===== src/rtl/uart_rx_fifo.sv =====
// uart_rx_fifo: oversampling UART receiver with a first-word-fall-through
// receive FIFO, sticky line-error flags and a level interrupt.
// Optional feature: define UART_RX_PARITY_EN to add a parity bit after the
// data bits and the parity_err output.
module uart_rx_fifo #(
  parameter int CLKS_PER_BIT  = 16,
  parameter int DATA_BITS     = 8,
  parameter int FIFO_DEPTH    = 8,
  parameter int INT_THRESHOLD = 1,
  parameter bit PARITY_ODD    = 1'b0
) (
  input  logic                             clk,
  input  logic                             rst,
  input  logic                             uart_in,
  input  logic                             rd_en,
  output logic [DATA_BITS-1:0]             rd_data,
  output logic                             rx_valid,
  output logic [$clog2(FIFO_DEPTH+1)-1:0]  fifo_count,
  output logic                             frame_err,
  output logic                             overrun_err,
  input  logic                             err_clr,
`ifdef UART_RX_PARITY_EN
  output logic                             parity_err,
`endif
  output logic                             int0
);

  localparam int HALF  = CLKS_PER_BIT / 2;
  localparam int CNT_W = $clog2(CLKS_PER_BIT);
  localparam int BIT_W = $clog2(DATA_BITS + 1);
  localparam int AW    = $clog2(FIFO_DEPTH);
  localparam int CW    = $clog2(FIFO_DEPTH + 1);

  typedef enum logic [2:0] {
    IDLE,
    START,
    DATA,
`ifdef UART_RX_PARITY_EN
    PARITY,
`endif
    STOP,
    WAIT_IDLE
  } state_t;

  logic                 sync1_q, sync2_q, armed_q;
  logic [1:0]           age_q;
  logic                 rx, start_edge;
  state_t               state_q, state_d;
  logic [CNT_W-1:0]     cnt_q, cnt_d;
  logic [BIT_W-1:0]     bit_q, bit_d;
  logic [DATA_BITS-1:0] shift_q, shift_d;
  logic                 push_req, fe_set, tick_half, tick_full, word_bad;
  logic                 frame_err_q, overrun_err_q, int0_q;
`ifdef UART_RX_PARITY_EN
  logic                 par_bad_q, par_bad_d, pe_set, parity_err_q;
`endif

  logic [DATA_BITS-1:0] mem [FIFO_DEPTH];
  logic [AW-1:0]        wr_ptr_q, rd_ptr_q;
  logic [CW-1:0]        count_q, count_d;
  logic                 empty, full, do_pop, do_push, ovr_set;

  // The synchroniser presets high, so the first two post-reset samples are not
  // real line values; armed_q only arms edge detection once a genuine high is
  // seen, which keeps a line held low across reset from looking like a start.
  assign rx         = sync2_q;
  assign start_edge = age_q[1] & armed_q & ~rx;
  assign tick_half  = (cnt_q == CNT_W'(HALF - 1));
  assign tick_full  = (cnt_q == CNT_W'(CLKS_PER_BIT - 1));

  // Line synchroniser and start-edge arming.
  always_ff @(posedge clk) begin
    if (rst) begin
      sync1_q <= 1'b1;
      sync2_q <= 1'b1;
      age_q   <= 2'b00;
      armed_q <= 1'b0;
    end else begin
      sync1_q <= uart_in;
      sync2_q <= sync1_q;
      age_q   <= {age_q[0], 1'b1};
      armed_q <= age_q[1] & rx;
    end
  end

  // Receive FSM and bit-timing counters.
  always_ff @(posedge clk) begin
    if (rst) begin
      state_q   <= IDLE;
      cnt_q     <= '0;
      bit_q     <= '0;
`ifdef UART_RX_PARITY_EN
      par_bad_q <= 1'b0;
`endif
    end else begin
      state_q   <= state_d;
      cnt_q     <= cnt_d;
      bit_q     <= bit_d;
`ifdef UART_RX_PARITY_EN
      par_bad_q <= par_bad_d;
`endif
    end
  end

  // Deframing shift register; holds no control state, so it is not reset.
  always_ff @(posedge clk) begin
    shift_q <= shift_d;
  end

`ifdef UART_RX_PARITY_EN
  assign word_bad = par_bad_q;
`else
  assign word_bad = 1'b0;
`endif

  // Next-state logic: sample mid-bit, LSB first, push on a good stop bit.
  always_comb begin
    state_d   = state_q;
    cnt_d     = cnt_q;
    bit_d     = bit_q;
    shift_d   = shift_q;
    push_req  = 1'b0;
    fe_set    = 1'b0;
`ifdef UART_RX_PARITY_EN
    par_bad_d = par_bad_q;
    pe_set    = 1'b0;
`endif
    unique case (state_q)
      IDLE: begin
        cnt_d = '0;
        bit_d = '0;
`ifdef UART_RX_PARITY_EN
        par_bad_d = 1'b0;
`endif
        if (start_edge) state_d = START;
      end
      START: begin
        if (tick_half) begin
          cnt_d   = '0;
          state_d = rx ? IDLE : DATA;
        end else begin
          cnt_d = cnt_q + 1'b1;
        end
      end
      DATA: begin
        if (tick_full) begin
          cnt_d   = '0;
          shift_d = {rx, shift_q[DATA_BITS-1:1]};
          bit_d   = bit_q + 1'b1;
          if (bit_q == BIT_W'(DATA_BITS - 1)) begin
`ifdef UART_RX_PARITY_EN
            state_d = PARITY;
`else
            state_d = STOP;
`endif
          end
        end else begin
          cnt_d = cnt_q + 1'b1;
        end
      end
`ifdef UART_RX_PARITY_EN
      PARITY: begin
        if (tick_full) begin
          cnt_d   = '0;
          state_d = STOP;
          if (rx != ((^shift_q) ^ PARITY_ODD)) begin
            pe_set    = 1'b1;
            par_bad_d = 1'b1;
          end
        end else begin
          cnt_d = cnt_q + 1'b1;
        end
      end
`endif
      STOP: begin
        if (tick_full) begin
          cnt_d = '0;
          if (rx) begin
            push_req = ~word_bad;
            state_d  = IDLE;
          end else begin
            fe_set  = 1'b1;
            state_d = WAIT_IDLE;
          end
        end else begin
          cnt_d = cnt_q + 1'b1;
        end
      end
      WAIT_IDLE: begin
        if (rx) state_d = IDLE;
      end
      default: state_d = IDLE;
    endcase
  end

  assign empty   = (count_q == '0);
  assign full    = (count_q == CW'(FIFO_DEPTH));
  assign do_pop  = rd_en & ~empty;
  assign do_push = push_req & (~full | do_pop);
  assign ovr_set = push_req & full & ~do_pop;

  // FIFO occupancy update.
  always_comb begin
    count_d = count_q;
    unique case ({do_push, do_pop})
      2'b10:   count_d = count_q + 1'b1;
      2'b01:   count_d = count_q - 1'b1;
      default: count_d = count_q;
    endcase
  end

  // FIFO pointers, occupancy, sticky errors and registered interrupt.
  always_ff @(posedge clk) begin
    if (rst) begin
      wr_ptr_q      <= '0;
      rd_ptr_q      <= '0;
      count_q       <= '0;
      frame_err_q   <= 1'b0;
      overrun_err_q <= 1'b0;
      int0_q        <= 1'b0;
`ifdef UART_RX_PARITY_EN
      parity_err_q  <= 1'b0;
`endif
    end else begin
      if (do_push) wr_ptr_q <= wr_ptr_q + 1'b1;
      if (do_pop)  rd_ptr_q <= rd_ptr_q + 1'b1;
      count_q       <= count_d;
      frame_err_q   <= fe_set  | (frame_err_q   & ~err_clr);
      overrun_err_q <= ovr_set | (overrun_err_q & ~err_clr);
`ifdef UART_RX_PARITY_EN
      parity_err_q  <= pe_set  | (parity_err_q  & ~err_clr);
      int0_q        <= (count_q >= CW'(INT_THRESHOLD)) | frame_err_q | overrun_err_q | parity_err_q;
`else
      int0_q        <= (count_q >= CW'(INT_THRESHOLD)) | frame_err_q | overrun_err_q;
`endif
    end
  end

  // FIFO storage; contents need no reset since occupancy gates visibility.
  always_ff @(posedge clk) begin
    if (do_push) mem[wr_ptr_q] <= shift_q;
  end

  assign rd_data     = empty ? '0 : mem[rd_ptr_q];
  assign rx_valid    = ~empty;
  assign fifo_count  = count_q;
  assign frame_err   = frame_err_q;
  assign overrun_err = overrun_err_q;
  assign int0        = int0_q;
`ifdef UART_RX_PARITY_EN
  assign parity_err  = parity_err_q;
`endif

endmodule


===== config.mk =====
export PLATFORM = sky130hd
export DESIGN_NAME = uart_rx_fifo
export DESIGN_NICKNAME = d
export VERILOG_FILES = /design/src/rtl/uart_rx_fifo.sv
export SDC_FILE = /design/constraint.sdc
export NUM_CORES = 1
export LEC_CHECK = 0
export ABC_AREA = 1
export CORE_UTILIZATION = 36
export DETAILED_ROUTE_END_ITERATION = 6
export GPL_TIMING_DRIVEN = 0
export PLACE_DENSITY = 0.54
export SETUP_SLACK_MARGIN = 0.02
export SYNTH_ARGS = -nofsm -noshare
export SYNTH_HDL_FRONTEND = slang
export SYNTH_SLANG_ARGS = --single-unit

===== constraint.sdc =====
create_clock -name clk -period 3.75 [get_ports clk]
set_clock_uncertainty 0.2 [all_clocks]
set_input_delay 0.75 -clock clk [delete_from_list [all_inputs] [get_ports clk]]
set_output_delay 0.75 -clock clk [all_outputs]
set_load 0.1 [all_outputs]

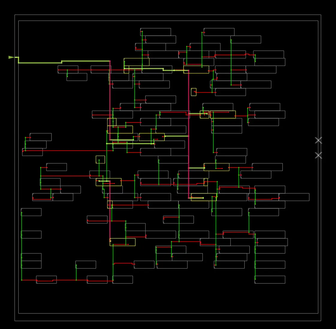
*Clock wiring as the flow saved it*
CTS Sinks: 104
worst skew pair latency: 340 ps
clock network power: 846 µW
number of buffers created by CTS: 9
registers: 104

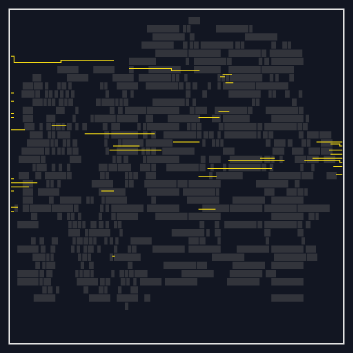
*Metal 3*
(3 px per µm)
main direction: horizontal
wire length on this layer: 271 µm
nets with wire on the layer: 30
share of all routed wire: 3.2%
longest straight run: 23.0 µm
via count: 2918
GRT met3 Usage: 0.0301

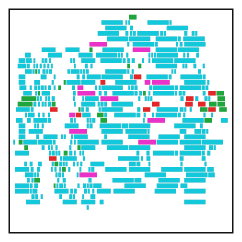
*Cells by drive strength*
(2 px per µm)
| colour | size | cells | share | most used |
|---|---|---|---|---|
| green | _2 cells | 30 | 6.8% | clkdlybuf4s15_2 |
| cyan | _0 and _1 cells | 389 | 88% | edfxtp_1 |
| red | _3 and _4 cells | 12 | 2.7% | nor2_4 |
| magenta | _6 and larger | 12 | 2.7% | clkbuf_16 |

==> kinds of logic (layout without fill, tap and decap cells) <==
kind of cell	Yosys count	count (layout)
mux	8	8
simple gates	158	158
flops	104	104
xor+xnor	4	4
compound gates	81	81
fa+ha+maj	7	7
buf+inv	45	81
==> worst max path at each step <==
stage	startpoint	end	slack [ps]	cells after the start
4_1_cts	register	rd_data[7]	170	8
6_report	register	rd_data[7]	220	8
5_1_grt	register	rd_data[2]	40	8
3_5_place_dp	register	rd_data[7]	-30	8
3_3_place_gp	register	rd_data[7]	-7	8
2_1_floorplan	fifo_count[2]$_SDFFE_PP0P_	rd_data[0]	220	5
==> through the flow <==
step                hold slack (ps)  setup slack, ps  cell area (µm²)  std cells  power, mW
floorplan                       188              219             4340        407       2.67
global placement                191            -7.40             4710        569       3.03
detailed placement              197            -32.8             4710        569       3.04
CTS                             203              167             4990        585       3.88
global route                    228             42.2             5010        586       4.06
finish                          208              217             5010        586       3.84
==> area by class of cell <==
cell class	instances	area, µm²	area share
inverters	31	116	0.0232
clock inverters	7	45.0	0.00900
well taps	143	179	0.0357
flip-flops and latches	104	2810	0.560
multi-input cells	258	1370	0.274
plain buffers	14	56.3	0.0112
clock buffers	9	225	0.0450
repair buffers	20	208	0.0415
==> cells in the final DEF, fill, tap and decap left out, drive strengths merged <==
master         count
or2                3
clkinv             3
nor4               1
nand3             16
nand4              3
ha                 7
and3               1
nor3              10
xor2               3
nand2             41
clkdlybuf4s50     11
clkinvlp           1
buf                3
a31o               1
o22ai              8
a21oi             18
nand3b             1
clkdlybuf4s15      8
clkbuf            21
dfxtp             32
xnor2              1
o21ai             53
a211oi             1
edfxtp            72
nor2              82
mux2i              8
inv               34
==> repair_timing <==
action | in CTS | in global routing
gates resized | 24 | 0
hold buffers | 0 | 0
endpoints found under the setup margin | 8 | 0
==> power breakdown <==
part,total (mW),leakage (nW),switching (mW),internal [mW]
Clock,0.846,0.134,0.396,0.450
Sequential,1.33,0.909,0.0571,1.27
Combinational,1.66,0.713,1.23,0.430
==> critical path, cell delays in order (launching register included) <==
cell and delay [ps]:
dfxtp_1 300, clkbuf_1 170, inv_1 190, clkbuf_1 500, nor2_1 80, o22ai_1 230
nor2_1 100, nor2_4 110, clkdlybuf4s15_2 560
==> routing by layer <==
layer | track usage | wire, µm | vias up | share of wire
met5 | 0 | 0 | - | 0
met4 | 0.0438 | 96 | 0 | 0.011
met1 | 0.187 | 3980 | 1391 | 0.47
li1 | - | - | 1469 | -
met2 | 0.252 | 4120 | 49 | 0.49
met3 | 0.0301 | 270 | 9 | 0.032
==> sequential cells by signal (all words and copies together), names as in the netlist, named ones only <==
signal       count
age_q            2
armed_q          1
bit_q            4
cnt_q            4
fifo_count       4
frame_err        1
int0             1
mem             64
overrun_err      1
rd_ptr_q         3
rx               1
shift_q          8
state_q          3
sync1_q          1
wr_ptr_q         3
==> flow_summary_export.csv <==
group,metric,value,unit
hold_path,min_from,"age_q[0]$_DFF_P_",
logic_synthesis,compound_area_frac,0.0986,
worst_setup_path,criticalPathCategory,"reg -> out",
logic_synthesis,yosysWarnings,0,
clock_tree,clock_path_buffers,2,
hold_path,worst_hold_path.endpoint,"age_q[1]$_SDFF_PP0_",
flow_run,max_cap_violations,0,
die,fp_util,0.371,
logic_synthesis,simple_gate_area_frac,0.158,
sta,relSlewSlack,0.148,
detailed_routing,wirelength,8470,µm
die,boundaryPins,21,
die,chip_area,12300,µm²
logic_synthesis,synth-edff-count,72,
logic_synthesis,ys_seq_share,0.656,
worst_setup_path,end_kind,"primary output",
worst_setup_path,start_kind,"register",
die,core_area,11500,µm²
detailed_routing,wl_per_cell,14.5,µm
sta,slew_violations,0,
logic_synthesis,yosys.cell_count.top_type,"nor2_1",
final_layout,fillCellCount,1116,
place,numPortBuffers,19,
outcome,violations,"DRC",
global_route,antenna_found_initial,0,
detailed_routing,drc,4,
final_layout,utilization,0.435,
sta,max_freq,0.283,GHz
detailed_routing,drt_iter0_markers,103,
logic_synthesis,fp_nets,419,
clock_tree,cts_tree,"yes",
logic_synthesis,ff_type,"edfxtp_1",
final_layout,nNetsFinal,450,
logic_synthesis,topCellsByArea,"edfxtp_1 51%, dfxtp_1 15%, nor2_1 6.9%",
logic_synthesis,ys_cells,407,
detailed_routing,first_pass_iters,6,
logic_synthesis,mappedNetlistArea,4280,µm²
hold_path,hp-class,"reg -> reg",
sta,tightest_slew,1270,ps
hold_path,hold-path-cell-count,2,
logic_synthesis,yosysChipArea,4280,µm²
die,die_width,111,µm
worst_setup_path,worst_ep_arrival_time,2580,ps
final_layout,drive_gt1_frac,0.122,
die,die_h,111,µm
place,hpwl,5840,µm
worst_setup_path,r2r_start,"cnt_q[1]$_SDFFE_PP0P_",
sta,post-route-period-util,0.942,
global_route,grt_max_degree,18,
outcome,status,"finished with violations",
logic_synthesis,ys_sh_mux,0.0187,
worst_setup_path,rrSetupSlack,930,ps
logic_synthesis,synth_cell_types,30,
global_route,groute.usage.overall,0.147,
power,p_leak,1.76,nW
place,gp_congestion,0.807,
Power and IR drop assume default switching activity.
